File: config.mk
export PLATFORM = sky130hd
export DESIGN_NAME = fp_add_rr_sched_flat
export DESIGN_NICKNAME = d
export VERILOG_FILES = /design/src/rtl/fp_add_rr_sched_if.sv /design/src/rtl/fp_add_rr_sched.sv /design/src/flat_wrapper.sv
export SDC_FILE = /design/constraint.sdc
export NUM_CORES = 1
export LEC_CHECK = 0
export ABC_AREA = 1
export CORE_AREA = 2 2 196 102
export CTS_BUF_LIST = sky130_fd_sc_hd__clkbuf_16
export DETAILED_ROUTE_END_ITERATION = 6
export DIE_AREA = 0 0 198 104
export GPL_ROUTABILITY_DRIVEN = 0
export HOLD_SLACK_MARGIN = 0.05
export PLACE_DENSITY = 0.86
export SLEW_MARGIN = 10
export SYNTH_ARGS = -nofsm -noshare
export SYNTH_HDL_FRONTEND = slang
export SYNTH_SLANG_ARGS = --single-unit
File: constraint.sdc
create_clock -name clk -period 3.7 [get_ports clk]
set_clock_uncertainty 0.1 [all_clocks]
set_input_delay 0.74 -clock clk [delete_from_list [all_inputs] [get_ports clk]]
set_output_delay 0.74 -clock clk [all_outputs]
set_load 0.02 [all_outputs]
File: src/rtl/fp_add_rr_sched_if.sv
// Bundle between the requesters, the shared fp_add instance and the round-robin scheduler.
// "slave" is the scheduler's view of the bundle; "master" is the view of whatever surrounds it.
interface fp_add_rr_sched_if #(
  parameter int NUM_REQ = 4
);
  localparam int ID_W = $clog2(NUM_REQ);

  logic [NUM_REQ-1:0]    req_valid;
  logic [NUM_REQ*32-1:0] req_a;
  logic [NUM_REQ*32-1:0] req_b;
  logic [NUM_REQ-1:0]    req_ready;
  logic [31:0]           add_a;
  logic [31:0]           add_b;
  logic [31:0]           add_result;
  logic                  rsp_valid;
  logic [ID_W-1:0]       rsp_id;
  logic [31:0]           rsp_data;
  logic [ID_W+3:0]       inflight;
  logic                  busy;

  modport slave (
    input  req_valid, req_a, req_b, add_result,
    output req_ready, add_a, add_b, rsp_valid, rsp_id, rsp_data, inflight, busy
  );

  modport master (
    output req_valid, req_a, req_b, add_result,
    input  req_ready, add_a, add_b, rsp_valid, rsp_id, rsp_data, inflight, busy
  );
endinterface

File: src/rtl/fp_add_rr_sched.sv
// Round-robin scheduler that shares one fixed-latency pipelined fp32 adder among NUM_REQ
// requesters. The winner's operands are registered into the adder. A tag pipeline whose depth
// matches the adder latency carries the requester ID alongside, so each sum is returned to
// the requester that issued it. The block never inspects operand or result data.
module fp_add_rr_sched #(
  parameter int NUM_REQ = 4,
  parameter int ADD_LAT = 5
) (
  input  logic              clk,
  input  logic              rst,
  fp_add_rr_sched_if.slave  bus
);
  localparam int ID_W = $clog2(NUM_REQ);

  logic [31:0]      r_add_a;
  logic [31:0]      r_add_b;
  logic [ID_W-1:0]  r_rr_ptr;
  logic             r_issue_v;
  logic [ID_W-1:0]  r_issue_id;
  logic             r_tag_v  [ADD_LAT];
  logic [ID_W-1:0]  r_tag_id [ADD_LAT];
  logic [ID_W+3:0]  r_inflight;

  logic [NUM_REQ-1:0] w_grant;
  logic [ID_W-1:0]    w_grant_id;
  logic               w_xfer;
  logic               w_rsp_valid;

  // Round-robin search from r_rr_ptr upward, wrapping; no grant while held in reset.
  always_comb begin
    logic [ID_W:0] w_sum;
    w_sum      = '0;
    w_grant    = '0;
    w_grant_id = '0;
    w_xfer     = 1'b0;
    for (int k = 0; k < NUM_REQ; k++) begin
      w_sum = {1'b0, r_rr_ptr} + (ID_W+1)'(k);
      if (w_sum >= (ID_W+1)'(NUM_REQ)) begin
        w_sum = w_sum - (ID_W+1)'(NUM_REQ);
      end
      if (!w_xfer && rst && bus.req_valid[w_sum[ID_W-1:0]]) begin
        w_xfer     = 1'b1;
        w_grant_id = w_sum[ID_W-1:0];
      end
    end
    w_grant[w_grant_id] = w_xfer;
  end

  // Issue stage: capture the winning operand pair and advance the pointer past the winner.
  always_ff @(posedge clk) begin
    if (!rst) begin
      r_add_a    <= '0;
      r_add_b    <= '0;
      r_rr_ptr   <= '0;
      r_issue_v  <= 1'b0;
      r_issue_id <= '0;
    end else begin
      r_issue_v <= w_xfer;
      if (w_xfer) begin
        r_add_a    <= bus.req_a[32*w_grant_id +: 32];
        r_add_b    <= bus.req_b[32*w_grant_id +: 32];
        r_issue_id <= w_grant_id;
        r_rr_ptr   <= (w_grant_id == ID_W'(NUM_REQ-1)) ? '0 : w_grant_id + 1'b1;
      end
    end
  end

  // Tag pipeline: shifts {valid,id} in lockstep with the adder so the tag emerges with the sum.
  always_ff @(posedge clk) begin
    if (!rst) begin
      for (int s = 0; s < ADD_LAT; s++) begin
        r_tag_v[s]  <= 1'b0;
        r_tag_id[s] <= '0;
      end
    end else begin
      r_tag_v[0]  <= r_issue_v;
      r_tag_id[0] <= r_issue_id;
      for (int s = 1; s < ADD_LAT; s++) begin
        r_tag_v[s]  <= r_tag_v[s-1];
        r_tag_id[s] <= r_tag_id[s-1];
      end
    end
  end

  assign w_rsp_valid = r_tag_v[ADD_LAT-1];

  // Outstanding-op counter: +1 per transfer, -1 per returned response, both cancel out.
  always_ff @(posedge clk) begin
    if (!rst) begin
      r_inflight <= '0;
    end else begin
      case ({w_xfer, w_rsp_valid})
        2'b10:   r_inflight <= r_inflight + 1'b1;
        2'b01:   r_inflight <= r_inflight - 1'b1;
        default: r_inflight <= r_inflight;
      endcase
    end
  end

  assign bus.req_ready = w_grant;
  assign bus.add_a     = r_add_a;
  assign bus.add_b     = r_add_b;
  assign bus.rsp_valid = w_rsp_valid;
  assign bus.rsp_id    = r_tag_id[ADD_LAT-1];
  assign bus.rsp_data  = bus.add_result;
  assign bus.inflight  = r_inflight;
  assign bus.busy      = (r_inflight != '0);
endmodule

File: src/flat_wrapper.sv
// flat-port wrapper written by rule: the top's interface ports become plain ports
module fp_add_rr_sched_flat 
#(
  parameter int NUM_REQ = 4,
  parameter int ADD_LAT = 5
)
  (clk, rst, bus_req_valid, bus_req_a, bus_req_b, bus_add_result, bus_req_ready, bus_add_a, bus_add_b, bus_rsp_valid, bus_rsp_id, bus_rsp_data, bus_inflight, bus_busy);
  fp_add_rr_sched_if #(.NUM_REQ(NUM_REQ)) bus_i ();
  input  logic clk;
  input  logic rst;
  input wire logic [$bits(bus_i.req_valid)-1:0] bus_req_valid;
  input wire logic [$bits(bus_i.req_a)-1:0] bus_req_a;
  input wire logic [$bits(bus_i.req_b)-1:0] bus_req_b;
  input wire logic [$bits(bus_i.add_result)-1:0] bus_add_result;
  output wire logic [$bits(bus_i.req_ready)-1:0] bus_req_ready;
  output wire logic [$bits(bus_i.add_a)-1:0] bus_add_a;
  output wire logic [$bits(bus_i.add_b)-1:0] bus_add_b;
  output wire logic [$bits(bus_i.rsp_valid)-1:0] bus_rsp_valid;
  output wire logic [$bits(bus_i.rsp_id)-1:0] bus_rsp_id;
  output wire logic [$bits(bus_i.rsp_data)-1:0] bus_rsp_data;
  output wire logic [$bits(bus_i.inflight)-1:0] bus_inflight;
  output wire logic [$bits(bus_i.busy)-1:0] bus_busy;
  assign bus_i.req_valid = bus_req_valid;
  assign bus_i.req_a = bus_req_a;
  assign bus_i.req_b = bus_req_b;
  assign bus_i.add_result = bus_add_result;
  assign bus_req_ready = bus_i.req_ready;
  assign bus_add_a = bus_i.add_a;
  assign bus_add_b = bus_i.add_b;
  assign bus_rsp_valid = bus_i.rsp_valid;
  assign bus_rsp_id = bus_i.rsp_id;
  assign bus_rsp_data = bus_i.rsp_data;
  assign bus_inflight = bus_i.inflight;
  assign bus_busy = bus_i.busy;
  fp_add_rr_sched #(.NUM_REQ(NUM_REQ), .ADD_LAT(ADD_LAT)) u_core (.clk(clk), .rst(rst), .bus(bus_i));
endmodule
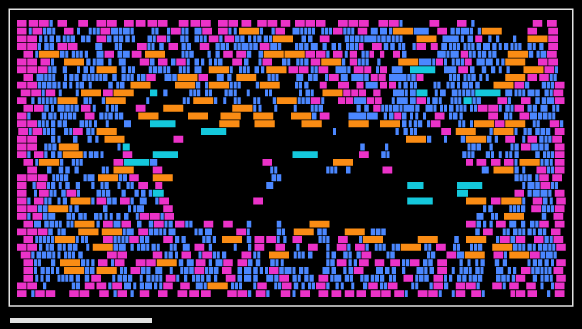
placement_by_type.png
Bar = 50 um.
legend:
  sequential cells:
    colour: orange
    cells: 90
    share_of_their_area: 17%
  remaining buffers and delay cells:
    colour: magenta
    cells: 368
    share_of_their_area: 34%
  clock drivers and dummy loads:
    colour: cyan
    cells: 16
    share_of_their_area: 2.8%
  combinational and other logic:
    colour: blue
    cells: 1082
    share_of_their_area: 47%

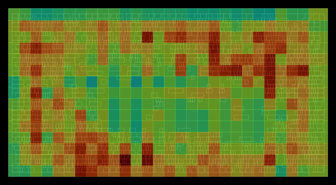
congestion.png
fin util: 57.9%
wire per inst: 14.7 um

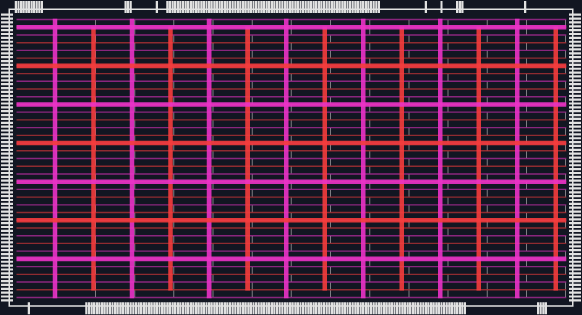
power_grid.png
Pins as bars on the die edge. Tap cells in grey.
legend:
  VDD:
    colour: red
  VSS:
    colour: magenta
met5 straps: 7
signal pins: 404
met1 rails: 37
tap cells: 266
rows: 36

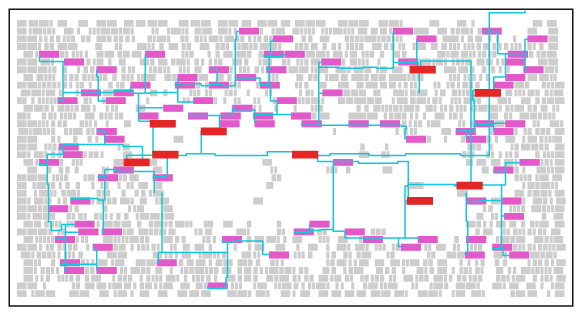
clk_routes.png
legend:
  flip-flops:
    colour: magenta
    count: 90
  clock drivers:
    colour: red
    count: 9
  clock wires:
    colour: cyan
    length: 1430 um
routed clock nets: 10

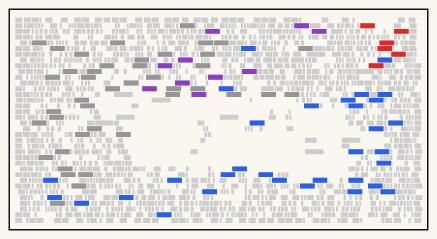
flops_by_reg.png
Other sequential cells in the stronger grey, the rest of the logic in the fainter grey.
legend:
  u_core.r_tag_id:
    colour: purple
    placed_flops: 10
    where: top centre
  u_core.bus.inflight:
    colour: red
    placed_flops: 6
    where: upper right
  u_core.bus.add_a:
    colour: blue
    placed_flops: 32
not coloured: 42

==> impl_metrics.toml <==
# synthesis and place-and-route metrics
[run_status]
outcome = "complete, no violations"

[synth]
synth-edff-count = 0
postSynthAreaPerCell_sq_um = 5.75
top_cells_by_count = "inv_1, nand3_1, nand2_1"
ff_type = "dfxtp_1"
syn_inst = 1289
syn_nets = 1590
yosys-stat-area_sq_um = 7410
ys_ff = 90
synth_cell_types = 27

[cells_and_area]
inv_count = 365
regArea_sq_um = 1800
n_all_buffers = 368
drive_gt1_share_pct = 4.50
area_growth_pct = 48.1
buffer_area_share_pct = 32.7
seq_cell_count = 90
nets = 1852
comb-cell-share_pct = 32.6
clock_buffers = 9
seq_area_share_pct = 16.4
mostFrequentLayoutCells = "inv_1, clkdlybuf4s50_1, nand3_1"
logic_area_sq_um = 3570

[route]
wl_met1_um = 11100
dr.first_iter.drc_count = 539
wl_met2_um = 11700
wl_met3_um = 3280
dr.pass1.iters = 5
routed_wl_um = 26800

[setup_path]
path_buffers = 4
required_ps = 2860
worstSetupPathType = "primary input to output pin"
slowest_delay_ps = 490
crit_path_top_delay_cell = "clkdlybuf4s50_1"
cp_common_cell = "nand2_1"
crit_family = "simple AND/OR/NAND/NOR gates"

[clock_network]
clockBufferDepth = 2
clkSlewWorstSetupHoldPaths_ps = 70
clkSinkCount = 90
cts_hold_buffers = 0
cts_buffers = 9
cts_tree = "done"
h-tree-depth = 3

[sta]
drv_slew = 0
hold_ws_ps = 313
setup_viol = 0
fmax_ghz = 0.278
period_needed_ps = 3590

[floorplan]
chipArea_sq_um = 20600
floorplan.core_util_pct = 39.1
n_tap_cell = 266

[placed_design]
hpwl_um = 19500
io_buffers = 339

[job]
tool_warnings = 30
maxCapViolations = 0

[worst_hold_path]
hold_class = "flop to flop"

[grt]
antenna_found_initial = 1
grt.total_usage_pct = 25.7
grt_pass1_vias = 8231
grtUsageMet1_pct = 31.9
grt_pass1_wl_um = 42200
met2_usage_pct = 40.1

[power_and_ir_drop]
ir_worst_vdd_uv = 760
pwr-share-seq_pct = 19.3
internal-power_uw = 4000
switching_share_pct = 51.3
p_switching_uw = 4220
combPwrFrac_pct = 69.3
registers in the layout, summed over array words and instances (netlist names):
register and count:
u_core.r_rr_ptr 2, u_core.bus.add_a 32, u_core.r_tag_v 5, u_core.bus.inflight 6, u_core.r_issue_id 2, u_core.r_issue_v 1
u_core.bus.add_b 32, u_core.r_tag_id 10
per-stage QoR:
stage | area [sq um] | power [uW] | setup slack (ps) | util [%] | std cells
2_1_floorplan | 7410 | 5480 | 422 | - | 1289
3_3_place_gp | 10700 | 7090 | -198 | 56.2 | 1805
3_5_place_dp | 10700 | 7240 | -265 | 56.2 | 1805
4_1_cts | 11000 | 8200 | 18.1 | 57.8 | 1821
5_1_grt | 11000 | 8940 | -42.3 | 57.9 | 1822
6_report | 11000 | 8220 | 107 | 57.9 | 1822
final timing paths:
kind | from | to | cells past startpoint
max reg2reg | u_core.r_rr_ptr[0] | u_core.bus.inflight[4] | 21
min | u_core.r_issue_v | u_core.r_tag_v[0][0] | 2
min reg2reg | u_core.r_issue_v | u_core.r_tag_v[0][0] | 2
max | bus_req_valid[1] | bus_req_ready[0] | 15
cell families after synthesis:
family	count (synthesis)	share of synthesized area, %
DFF	90	24.3
adders and majority gates	7	1.18
and+or+nand+nor	623	40.0
xor gates and xnor gates	4	0.473
AOI/OAI and AO/OA	83	5.67
buffers and inverters	482	28.4
what timing repair did:
action | CTS | global route
setup buffers | 0 | 1
resized | 6 | 15
setup endpoints to repair | 4 | 17
pin swaps | 0 | 3
power by group through the flow:
stage	Sequential, uW	Clock (uW)	Combinational, uW
2_1_floorplan	1910	0	3570
3_3_place_gp	1570	0	5520
3_5_place_dp	1590	0	5650
4_1_cts	1570	969	5660
5_1_grt	1620	1010	6310
6_report	1580	943	5690
Power is estimated from default activity; no workload was simulated.
